`src/rtl/of_pkg.sv`:
```
// Shared widths, FSM state encoding and instruction-register layout for the
// operand fetch stage.
package of_pkg;

  localparam int DATA_W   = 16;
  localparam int ADDR_W   = 5;
  localparam int OP_W     = 8;
  localparam int NUM_REGS = 1 << ADDR_W;

  // EMPTY: nothing held; READ: instruction latched, waiting for sources;
  // FULL: operand bundle presented downstream.
  typedef enum logic [1:0] {
    EMPTY = 2'd0,
    READ  = 2'd1,
    FULL  = 2'd2
  } of_state_e;

  // Instruction register contents captured on the upstream handshake.
  typedef struct packed {
    logic [OP_W-1:0]   op;
    logic [ADDR_W-1:0] rs1;
    logic [ADDR_W-1:0] rs2;
    logic [ADDR_W-1:0] rs3;
    logic [ADDR_W-1:0] rd;
    logic              rd_en;
  } instr_t;

endpackage

```
`src/rtl/of_scoreboard.sv`:
```
// Register busy tracker: one bit per architectural register, set when a
// producer issues and cleared on its writeback. A clear arriving in the same
// cycle as a lookup already counts as not-busy, and a same-cycle set of the
// same bit wins over the clear.
module of_scoreboard
  import of_pkg::*;
#(
  parameter int ADDR_WIDTH = ADDR_W
) (
  input  logic                  clk,
  input  logic                  rst,
  input  logic                  set_en,
  input  logic [ADDR_WIDTH-1:0] set_addr,
  input  logic                  clr_en,
  input  logic [ADDR_WIDTH-1:0] clr_addr,
  input  logic [ADDR_WIDTH-1:0] rs1_addr,
  input  logic [ADDR_WIDTH-1:0] rs2_addr,
  input  logic [ADDR_WIDTH-1:0] rs3_addr,
  input  logic [ADDR_WIDTH-1:0] rd_addr,
  output logic                  rs1_busy,
  output logic                  rs2_busy,
  output logic                  rs3_busy,
  output logic                  rd_busy
);

  localparam int NUM_BITS = 1 << ADDR_WIDTH;

  logic [NUM_BITS-1:0] busy_q;
  logic [NUM_BITS-1:0] set_mask;
  logic [NUM_BITS-1:0] clr_mask;
  logic [NUM_BITS-1:0] busy_eff;

  // Decode the set and clear ports into one-hot masks.
  always_comb begin
    set_mask = '0;
    clr_mask = '0;
    if (set_en) set_mask[set_addr] = 1'b1;
    if (clr_en) clr_mask[clr_addr] = 1'b1;
  end

  // Busy view with this cycle's writeback already retired.
  assign busy_eff = busy_q & ~clr_mask;

  assign rs1_busy = busy_eff[rs1_addr];
  assign rs2_busy = busy_eff[rs2_addr];
  assign rs3_busy = busy_eff[rs3_addr];
  assign rd_busy  = busy_eff[rd_addr];

  // Busy bit state: clear first, then OR in the new producer so it wins.
  always_ff @(posedge clk) begin
    if (rst) begin
      busy_q <= '0;
    end else begin
      busy_q <= busy_eff | set_mask;
    end
  end

endmodule

```
`src/rtl/operand_fetch.sv`:
```
// Operand fetch stage: latches one instruction, reads its three sources from
// the register file once no source (or the destination, for WAW) is pending,
// forwards a same-cycle writeback, and presents a registered operand bundle.
module operand_fetch
  import of_pkg::*;
#(
  parameter int DATA_WIDTH = DATA_W,
  parameter int ADDR_WIDTH = ADDR_W,
  parameter int OP_WIDTH   = OP_W
) (
  input  logic                  clk,
  input  logic                  rst,
  input  logic                  in_valid,
  output logic                  in_ready,
  input  logic [OP_WIDTH-1:0]   in_op,
  input  logic [ADDR_WIDTH-1:0] in_rs1,
  input  logic [ADDR_WIDTH-1:0] in_rs2,
  input  logic [ADDR_WIDTH-1:0] in_rs3,
  input  logic [ADDR_WIDTH-1:0] in_rd,
  input  logic                  in_rd_en,
  output logic [ADDR_WIDTH-1:0] read_addr_1,
  output logic [ADDR_WIDTH-1:0] read_addr_2,
  output logic [ADDR_WIDTH-1:0] read_addr_3,
  input  logic [DATA_WIDTH-1:0] read_data_1,
  input  logic [DATA_WIDTH-1:0] read_data_2,
  input  logic [DATA_WIDTH-1:0] read_data_3,
  input  logic                  wb_en,
  input  logic [ADDR_WIDTH-1:0] wb_addr,
  input  logic [DATA_WIDTH-1:0] wb_data,
  output logic                  out_valid,
  input  logic                  out_ready,
  output logic [OP_WIDTH-1:0]   out_op,
  output logic [DATA_WIDTH-1:0] out_a,
  output logic [DATA_WIDTH-1:0] out_b,
  output logic [DATA_WIDTH-1:0] out_c,
  output logic [ADDR_WIDTH-1:0] out_rd,
  output logic                  out_rd_en
);

  of_state_e state_q;
  of_state_e state_d;

  instr_t ir_p0;
  logic   ir_load;
  logic   capture;
  logic   hazard;

  logic rs1_busy;
  logic rs2_busy;
  logic rs3_busy;
  logic rd_busy;

  logic [OP_WIDTH-1:0]   op_p1;
  logic [DATA_WIDTH-1:0] a_p1;
  logic [DATA_WIDTH-1:0] b_p1;
  logic [DATA_WIDTH-1:0] c_p1;
  logic [ADDR_WIDTH-1:0] rd_p1;
  logic                  rd_en_p1;

  // Register-file data unless the same register is being written back this
  // cycle, in which case the write data is the newer value.
  function automatic logic [DATA_WIDTH-1:0] select_operand(
    input logic [ADDR_WIDTH-1:0] rs,
    input logic [DATA_WIDTH-1:0] rf_data,
    input logic                  byp_en,
    input logic [ADDR_WIDTH-1:0] byp_addr,
    input logic [DATA_WIDTH-1:0] byp_data
  );
    return (byp_en && (byp_addr == rs)) ? byp_data : rf_data;
  endfunction

  of_scoreboard #(
    .ADDR_WIDTH(ADDR_WIDTH)
  ) u_scoreboard (
    .clk      (clk),
    .rst      (rst),
    .set_en   (capture & ir_p0.rd_en),
    .set_addr (ir_p0.rd),
    .clr_en   (wb_en),
    .clr_addr (wb_addr),
    .rs1_addr (ir_p0.rs1),
    .rs2_addr (ir_p0.rs2),
    .rs3_addr (ir_p0.rs3),
    .rd_addr  (ir_p0.rd),
    .rs1_busy (rs1_busy),
    .rs2_busy (rs2_busy),
    .rs3_busy (rs3_busy),
    .rd_busy  (rd_busy)
  );

  assign hazard = rs1_busy | rs2_busy | rs3_busy | (ir_p0.rd_en & rd_busy);

  // Source addresses follow the latched instruction; idle reads address 0.
  assign read_addr_1 = (state_q != EMPTY) ? ir_p0.rs1 : '0;
  assign read_addr_2 = (state_q != EMPTY) ? ir_p0.rs2 : '0;
  assign read_addr_3 = (state_q != EMPTY) ? ir_p0.rs3 : '0;

  // Next-state and handshake decode.
  always_comb begin
    state_d   = state_q;
    in_ready  = 1'b0;
    out_valid = 1'b0;
    ir_load   = 1'b0;
    capture   = 1'b0;
    case (state_q)
      EMPTY: begin
        in_ready = 1'b1;
        if (in_valid) begin
          ir_load = 1'b1;
          state_d = READ;
        end
      end
      READ: begin
        if (!hazard) begin
          capture = 1'b1;
          state_d = FULL;
        end
      end
      FULL: begin
        out_valid = 1'b1;
        in_ready  = out_ready;
        if (out_ready) begin
          if (in_valid) begin
            ir_load = 1'b1;
            state_d = READ;
          end else begin
            state_d = EMPTY;
          end
        end
      end
      default: state_d = EMPTY;
    endcase
  end

  // State register.
  always_ff @(posedge clk) begin
    if (rst) begin
      state_q <= EMPTY;
    end else begin
      state_q <= state_d;
    end
  end

  // ---- stage p0: instruction register, loaded on the upstream handshake ----
  always_ff @(posedge clk) begin
    if (rst) begin
      ir_p0 <= '0;
    end else if (ir_load) begin
      ir_p0.op    <= in_op;
      ir_p0.rs1   <= in_rs1;
      ir_p0.rs2   <= in_rs2;
      ir_p0.rs3   <= in_rs3;
      ir_p0.rd    <= in_rd;
      ir_p0.rd_en <= in_rd_en;
    end
  end

  // ---- stage p1: operand bundle, captured on the hazard-free READ cycle ----
  always_ff @(posedge clk) begin
    if (rst) begin
      op_p1    <= '0;
      a_p1     <= '0;
      b_p1     <= '0;
      c_p1     <= '0;
      rd_p1    <= '0;
      rd_en_p1 <= 1'b0;
    end else if (capture) begin
      op_p1    <= ir_p0.op;
      a_p1     <= select_operand(ir_p0.rs1, read_data_1, wb_en, wb_addr, wb_data);
      b_p1     <= select_operand(ir_p0.rs2, read_data_2, wb_en, wb_addr, wb_data);
      c_p1     <= select_operand(ir_p0.rs3, read_data_3, wb_en, wb_addr, wb_data);
      rd_p1    <= ir_p0.rd;
      rd_en_p1 <= ir_p0.rd_en;
    end
  end

  assign out_op    = op_p1;
  assign out_a     = a_p1;
  assign out_b     = b_p1;
  assign out_c     = c_p1;
  assign out_rd    = rd_p1;
  assign out_rd_en = rd_en_p1;

endmodule

```
`config.mk`:
```
export PLATFORM = sky130hd
export DESIGN_NAME = operand_fetch
export DESIGN_NICKNAME = d
export VERILOG_FILES = /design/src/rtl/of_pkg.sv /design/src/rtl/of_scoreboard.sv /design/src/rtl/operand_fetch.sv
export SDC_FILE = /design/constraint.sdc
export NUM_CORES = 1
export LEC_CHECK = 0
export ABC_AREA = 1
export CAP_MARGIN = 10
export CORE_MARGIN = 2
export CORE_UTILIZATION = 49
export DETAILED_ROUTE_END_ITERATION = 7
export PLACE_DENSITY = 0.81
export SLEW_MARGIN = 40
export SYNTH_ARGS = -nofsm -noshare
export SYNTH_HDL_FRONTEND = slang
export SYNTH_SLANG_ARGS = --single-unit
```
`constraint.sdc`:
```
create_clock -name clk -period 2.44 [get_ports clk]
set_input_delay 0.244 -clock clk [delete_from_list [all_inputs] [get_ports clk]]
set_output_delay 0.244 -clock clk [all_outputs]
set_load 0.1 [all_outputs]
```
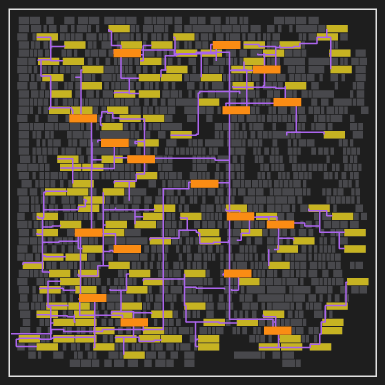
(run_1/clock_wires.png)
(3 px per µm)
[purple] clock wires | length: 1,640 µm
[yellow] flip-flops | count: 125
[orange] clock-net drivers | count: 17
routed clock nets	18
flops lie	widely spread
Clk pwr share: 0.333
clk ins delay skew pair: 440 ps
Clk. pwr: 2.46 mW
clock skew: 9.65 ps

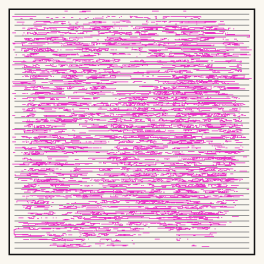
(run_1/m1.png)
(2 px per µm) Supply wires on this layer in gray.
nets with wire on the layer	1,310
longest straight run	35.4 µm
met1 Usage GRT: 0.423
Vias: 8,703
WL final: 27,000 µm

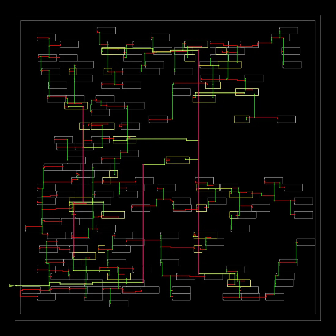
(run_1/clock_nets.png)
Flop Count: 125
Clock Buffer Count: 17
Num CTS Buffers: 17

run 1: state kept, by name, indices dropped and copies added (netlist names), 2 cells and up:
signal	cells
ir_p0	29
out_a	16
out_c	16
state_q	2
out_op	8
out_rd	5
out_b	16
u_scoreboard.busy_q	32
run 1: power by group:
group | switching (mW) | internal (mW) | total, mW
Combinational | 1.82 | 0.849 | 2.67
Clock | 1.11 | 1.35 | 2.46
Sequential | 0.0989 | 2.17 | 2.27
run 1: layer usage:
layer,track usage,vias up,part of all wire
met4,0.190,0,0.047
li1,-,4125,-
met2,0.571,519,0.49
met3,0.0941,97,0.098
met5,0,-,0
met1,0.423,3962,0.37
run 1: cells by family (layout without fill, tap and decap cells):
family,Yosys count,in the layout,synth area share
AND/OR/NAND/NOR,630,630,0.382
flip-flops,125,125,0.368
buffers and inverters,135,394,0.0784
AND-OR/OR-AND,210,210,0.164
XOR/XNOR,6,6,0.00772
run 1: layout make-up:
type,count,area [µm²]
Clock inverter,15,150
Sequential cell,125,2500
Timing Repair Buffer,300,2810
Inverter,62,244
Fill cell,1080,3330
Multi-Input combinational cell,846,4040
Tap cell,180,225
Clock buffer,17,425
run 1: repair_timing:
| action | CTS | global route |
|---|---|---|
| buffers inserted | 1 | 3 |
| pin swaps | 5 | 12 |
| endpoints found under the setup margin | 95 | 95 |
| cloned | 1 | 4 |
| gates resized | 28 | 69 |
| hold buffers | 0 | 0 |
| endpoints found under the hold margin | 0 | 0 |
run 1: critical path: cells and delay by family (launching register included):
kind / cells / cell delay, ps
and+or+nand+nor: 12 / 1150
AOI/OAI and AO/OA: 1 / 130
DFF: 1 / 370
buffers and inverters: 3 / 570
run 1: through the flow:
stage,setup slack [ps],TNS [ps]
finish,134,0
global route,4.15,0
CTS,-26.0,-118
detailed placement,-677,-59110
global placement,-665,-58990
floorplan,38.6,0
run 1: Yosys cell counts:
| cell type | count |
|---|---|
| buf_1 | 2 |
| o2111ai_1 | 1 |
| nor2_1 | 91 |
| inv_1 | 53 |
| a21oi_1 | 112 |
| o21ai_1 | 17 |
| dfxtp_1 | 125 |
| buf_2 | 12 |
| nand3_2 | 2 |
| nand3_1 | 151 |
| xor2_1 | 6 |
| clkinv_1 | 5 |
| nand2_1 | 373 |
| nor3_1 | 6 |
| nor2_4 | 1 |
| nand3b_1 | 1 |
| inv_2 | 4 |
| a211oi_1 | 22 |
| buf_4 | 3 |
| clkbuf_1 | 56 |
| nand4_1 | 3 |
| nor2_2 | 2 |
| o21ai_0 | 52 |
| o22ai_1 | 6 |
run 1: how the worst max path moves through the flow:
stage	cells after the start	slack (ps)	endpoint
6_report	16	130	u_scoreboard.busy_q[14]$_SDFF_PP0_
5_1_grt	16	4	u_scoreboard.busy_q[7]$_SDFF_PP0_
4_1_cts	22	-30	out_b[3]$_SDFFE_PP0P_
3_5_place_dp	19	-680	out_b[3]$_SDFFE_PP0P_
3_3_place_gp	19	-660	out_rd[2]$_SDFFE_PP0P_
2_1_floorplan	4	40	read_addr_1[0]
==> results.yml, run 1 <==
# synthesis and place-and-route metrics
hold_path:
  min_path_cells: 2
  hold-path-endpoint: "out_c[6]$_SDFFE_PP0P_"
  hp-class: "in -> reg"
floorplanning:
  rows: 43
  die_h_um: 122
  fp_util: 0.496
  die_x_um: 122
clock_network:
  root_buffer: "clkbuf_16"
  ctsHtreeMaxLevel: 4
  cts_buffer_depth: 2
  cts.sinks: 125
  cts_tree: "built"
  clk_pin_slew_worst_paths_ps: 70
final_timing:
  worst_pin_slew_ps: 662
  finalHoldViolations: 0
  relSlewSlack: 0.559
  post-route-period-util: 0.945
  fin_worst_hold_slack_ps: 276
  min_period_ps: 2310
placement:
  gp_congestion: 1.02
  dpl.cell_count: 1504
  placed_area_um2: 9370
  hpwl_um: 18300
  io_buffers: 181
setup_path:
  worst_setup_path_end_kind: "flip-flop"
  r2r_end: "u_scoreboard.busy_q[14]$_SDFF_PP0_"
  crit_type: "reg -> reg"
  start_kind: "flip-flop"
  crit_path_max_fanout: 12
  critPathArrivalTime_ps: 2670
  reg2regPathDepth: 16
  critPathMaxStageDelay_ps: 370
  r2r_start: "ir_p0[16]$_SDFFE_PP0P_"
  critical_path.slowest_cell: "dfxtp_1"
  crit_start: "ir_p0[16]$_SDFFE_PP0P_"
  reg2reg_slack_ps: 130
synthesis:
  synth_stat.cells: 1106
  avgSynthCellArea_um2: 6.15
  yosys.area.top_type: "dfxtp_1"
  ys_chip_area_um2: 6800
  synth.area.top_cells: "dfxtp_1 (37%), nand2_1 (21%), nand3_1 (11%)"
  yosysUniqueCellTypes: 24
  synth_top_area_share: 0.368
  postSynthCellCount: 1106
  synth-seq-cells: 125
  syn-num-nets: 1209
pwr:
  ir_drop_mv: 0.506
  p_total_mw: 7.40
  p_leak_nw: 4.57
  power_density_nw_per_um2: 712
global_route:
  grtUsageTotal: 0.351
  grt_max_degree: 63
  antenna_found_initial: 0
  overflow: 0
  grt_pass1_wl_um: 40500
  grt_pass1_vias: 7909
route:
  vias_per_cell: 5.63
  drt_iter0_drc: 843
  routedWlPerCell_um: 17.5
  dr.pass1.iters: 5
  drc: 0
  ant_nets: 0
cells_and_area:
  lay_top_count: "nand2_1"
  fin_util: 0.757
  nNetsFinal: 1455
  num_antenna_cells: 0
  area_growth_pct: 52.7
  design_area_um2: 10400
  stdcell_count: 1545
run:
  maxCapViolCount: 0
status:
  outcome: "finished clean"
==> run_1/util_map.png <==
(3 px per µm) 12 x 12 tiles, from white (low) to dark blue (high), 0 to 100% covered.
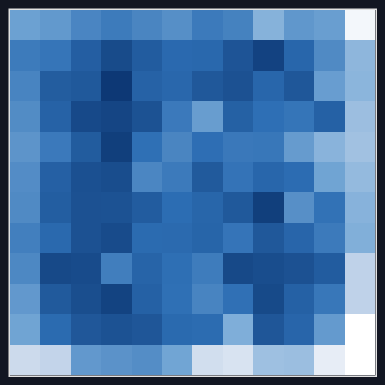

--- run 2 (diff from run 1) ---
Settings changed: CORE_UTILIZATION 49 to 55, DONT_BUFFER_PORTS set to 1, PLACE_DENSITY 0.81 to 0.7.
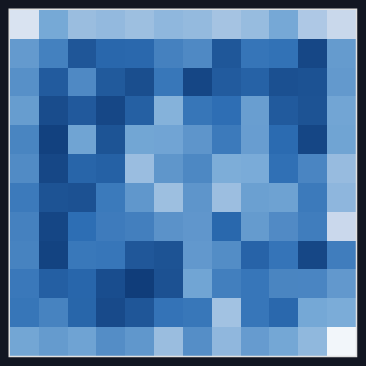
(run_2/util_map.png)
(3 px per µm) 12 x 12 tiles, from white (low) to dark blue (high), 0 to 100% covered.
mean over tiles	65%
tiles over 75% full	31%
fullest tile	95%
floorplan utilization: 0.564
post-layout util: 0.734

==> run 2 against run 1 <==
  * First-iteration DRC count up 5.5%
  * Via count down 7.3%
  * Area after synthesis unchanged
  * Synthesized cell count unchanged
  * Non-clock buffer count down 123
  * Maximum frequency up 0.13%
  * Die size down 11%
==> results.yml, run 2 <==
# synthesis and place-and-route metrics
status:
  outcome: "finished clean"
setup_path:
  crit_path_max_fanout: 63
  reg2regPathDepth: 15
  crit_type: "reg -> reg"
  crit_start: "ir_p0[1]$_SDFFE_PP0P_"
  reg2reg_slack_ps: 140
  critPathMaxStageDelay_ps: 340
  critical_path.slowest_cell: "dfxtp_2"
  r2r_end: "out_rd[0]$_SDFFE_PP0P_"
synthesis:
  aoi_share: 0.164
  synth-seq-cells: 125
  synthMuxAreaShare: 0
  async_flop_share: 0
  synth_stat.cells: 1106
  synth_top_area_share: 0.368
  ys_sh_simple: 0.382
  syn-num-nets: 1209
  yosysMostFrequentCell: "nand2_1"
  yosysUniqueCellTypes: 24
  yosys.area.top_type: "dfxtp_1"
  postSynthCellCount: 1106
  synth.area.top_cells: "dfxtp_1 (37%), nand2_1 (21%), nand3_1 (11%)"
  synth-adder-area-share: 0
clock_network:
  cts.sinks: 125
  cts_buffer_depth: 2
  cts_tree: "built"
  root_buffer: "clkbuf_16"
  clk_latency_ps: 420
  clk_pin_slew_worst_paths_ps: 60
  cts_made_buffers: 17
hold_path:
  min_path_cells: 2
  hp-class: "in -> reg"
  hold-path-endpoint: "ir_p0[15]$_SDFFE_PP0P_"
placement:
  hpwl_um: 17000
  gp_congestion: 1.02
  dpl.cell_count: 1362
cells_and_area:
  fillers: 1036
  reg_top3: "u_scoreboard.busy_q x32, ir_p0 x29"
  num_antenna_cells: 0
  largest_register_ffs: 32
final_timing:
  setup_ws_ps: 137
  min_period_ps: 2300
  relSlewSlack: 0.667
route:
  routedWlPerCell_um: 17.5
  wirelength_um: 24600
  vias_per_cell: 5.72
floorplanning:
  rows: 40
  die_x_um: 115
global_route:
  grt_pass1_vias: 7156
  grt_max_degree: 119
run:
  maxCapViolCount: 0
pwr:
  ir_drop_mv: 0.632
  p_leak_nw: 3.94
  p_total_mw: 6.92
run 2: cell counts after synthesis:
No cell type changed its count.
run 2: metal layers:
metal,share of wire,track usage
met1,0.41,0.491
met2,0.44,0.555
met3,0.11,0.120
met4,0.033,0.139
met5,0,0
run 2: worst max-delay path by stage:
stage	slack, ps	cells past startpoint	endpoint
global route	-0.3	16	u_scoreboard.busy_q[26]$_SDFF_PP0_
floorplan	40	4	read_addr_1[0]
detailed placement	-110	17	out_a[6]$_SDFFE_PP0P_
CTS	60	15	u_scoreboard.busy_q[4]$_SDFF_PP0_
global placement	-100	18	u_scoreboard.busy_q[4]$_SDFF_PP0_
finish	140	15	out_rd[0]$_SDFFE_PP0P_
run 2: where the power goes:
group | internal (mW) | leakage, nW | switching [mW]
Sequential | 2.17 | 1.02 | 0.0858
Clock | 1.38 | 0.262 | 0.980
Combinational | 0.606 | 2.66 | 1.70
Total | 4.16 | 3.94 | 2.76
run 2: repair_timing:
item | in CTS | in global routing
resized | 0 | 10
setup buffers | 0 | 0
endpoints found under the setup margin | 0 | 94
endpoints found under the hold margin | 125 | 0
hold buffers | 16 | 0
run 2: cell families after synthesis:
| family | after synthesis |
|---|---|
| buffers and inverters | 135 |
| xor gates and xnor gates | 6 |
| AOI/OAI and AO/OA | 210 |
| and+or+nand+nor | 630 |
| DFF | 125 |
run 2: metrics by stage:
step	hold WS (ps)	instance area, µm²
floorplan	389	6810
global placement	322	8080
detailed placement	323	8080
CTS	0.224	8810
global route	16.3	8850
finish	13.5	8850
run 2: layout make-up:
cell class / count / area [µm²] / share of cell area
multi-input combinational: 846 / 3860 / 0.436
sequential: 125 / 2510 / 0.283
timing repair buffer: 177 / 1490 / 0.168
clock buffer: 21 / 470 / 0.0532
inverter: 62 / 233 / 0.0263
tap: 168 / 210 / 0.0238
clock inverter: 11 / 83.8 / 0.00947
run 2: worst max-delay path, delay by kind of cell (launching register included):
family / cells / cell delay, ps
flops: 1 / 340
compound gates: 3 / 460
simple gates: 8 / 800
buf+inv: 4 / 600
No activity file was given, so power comes from the tool's default toggle rates.
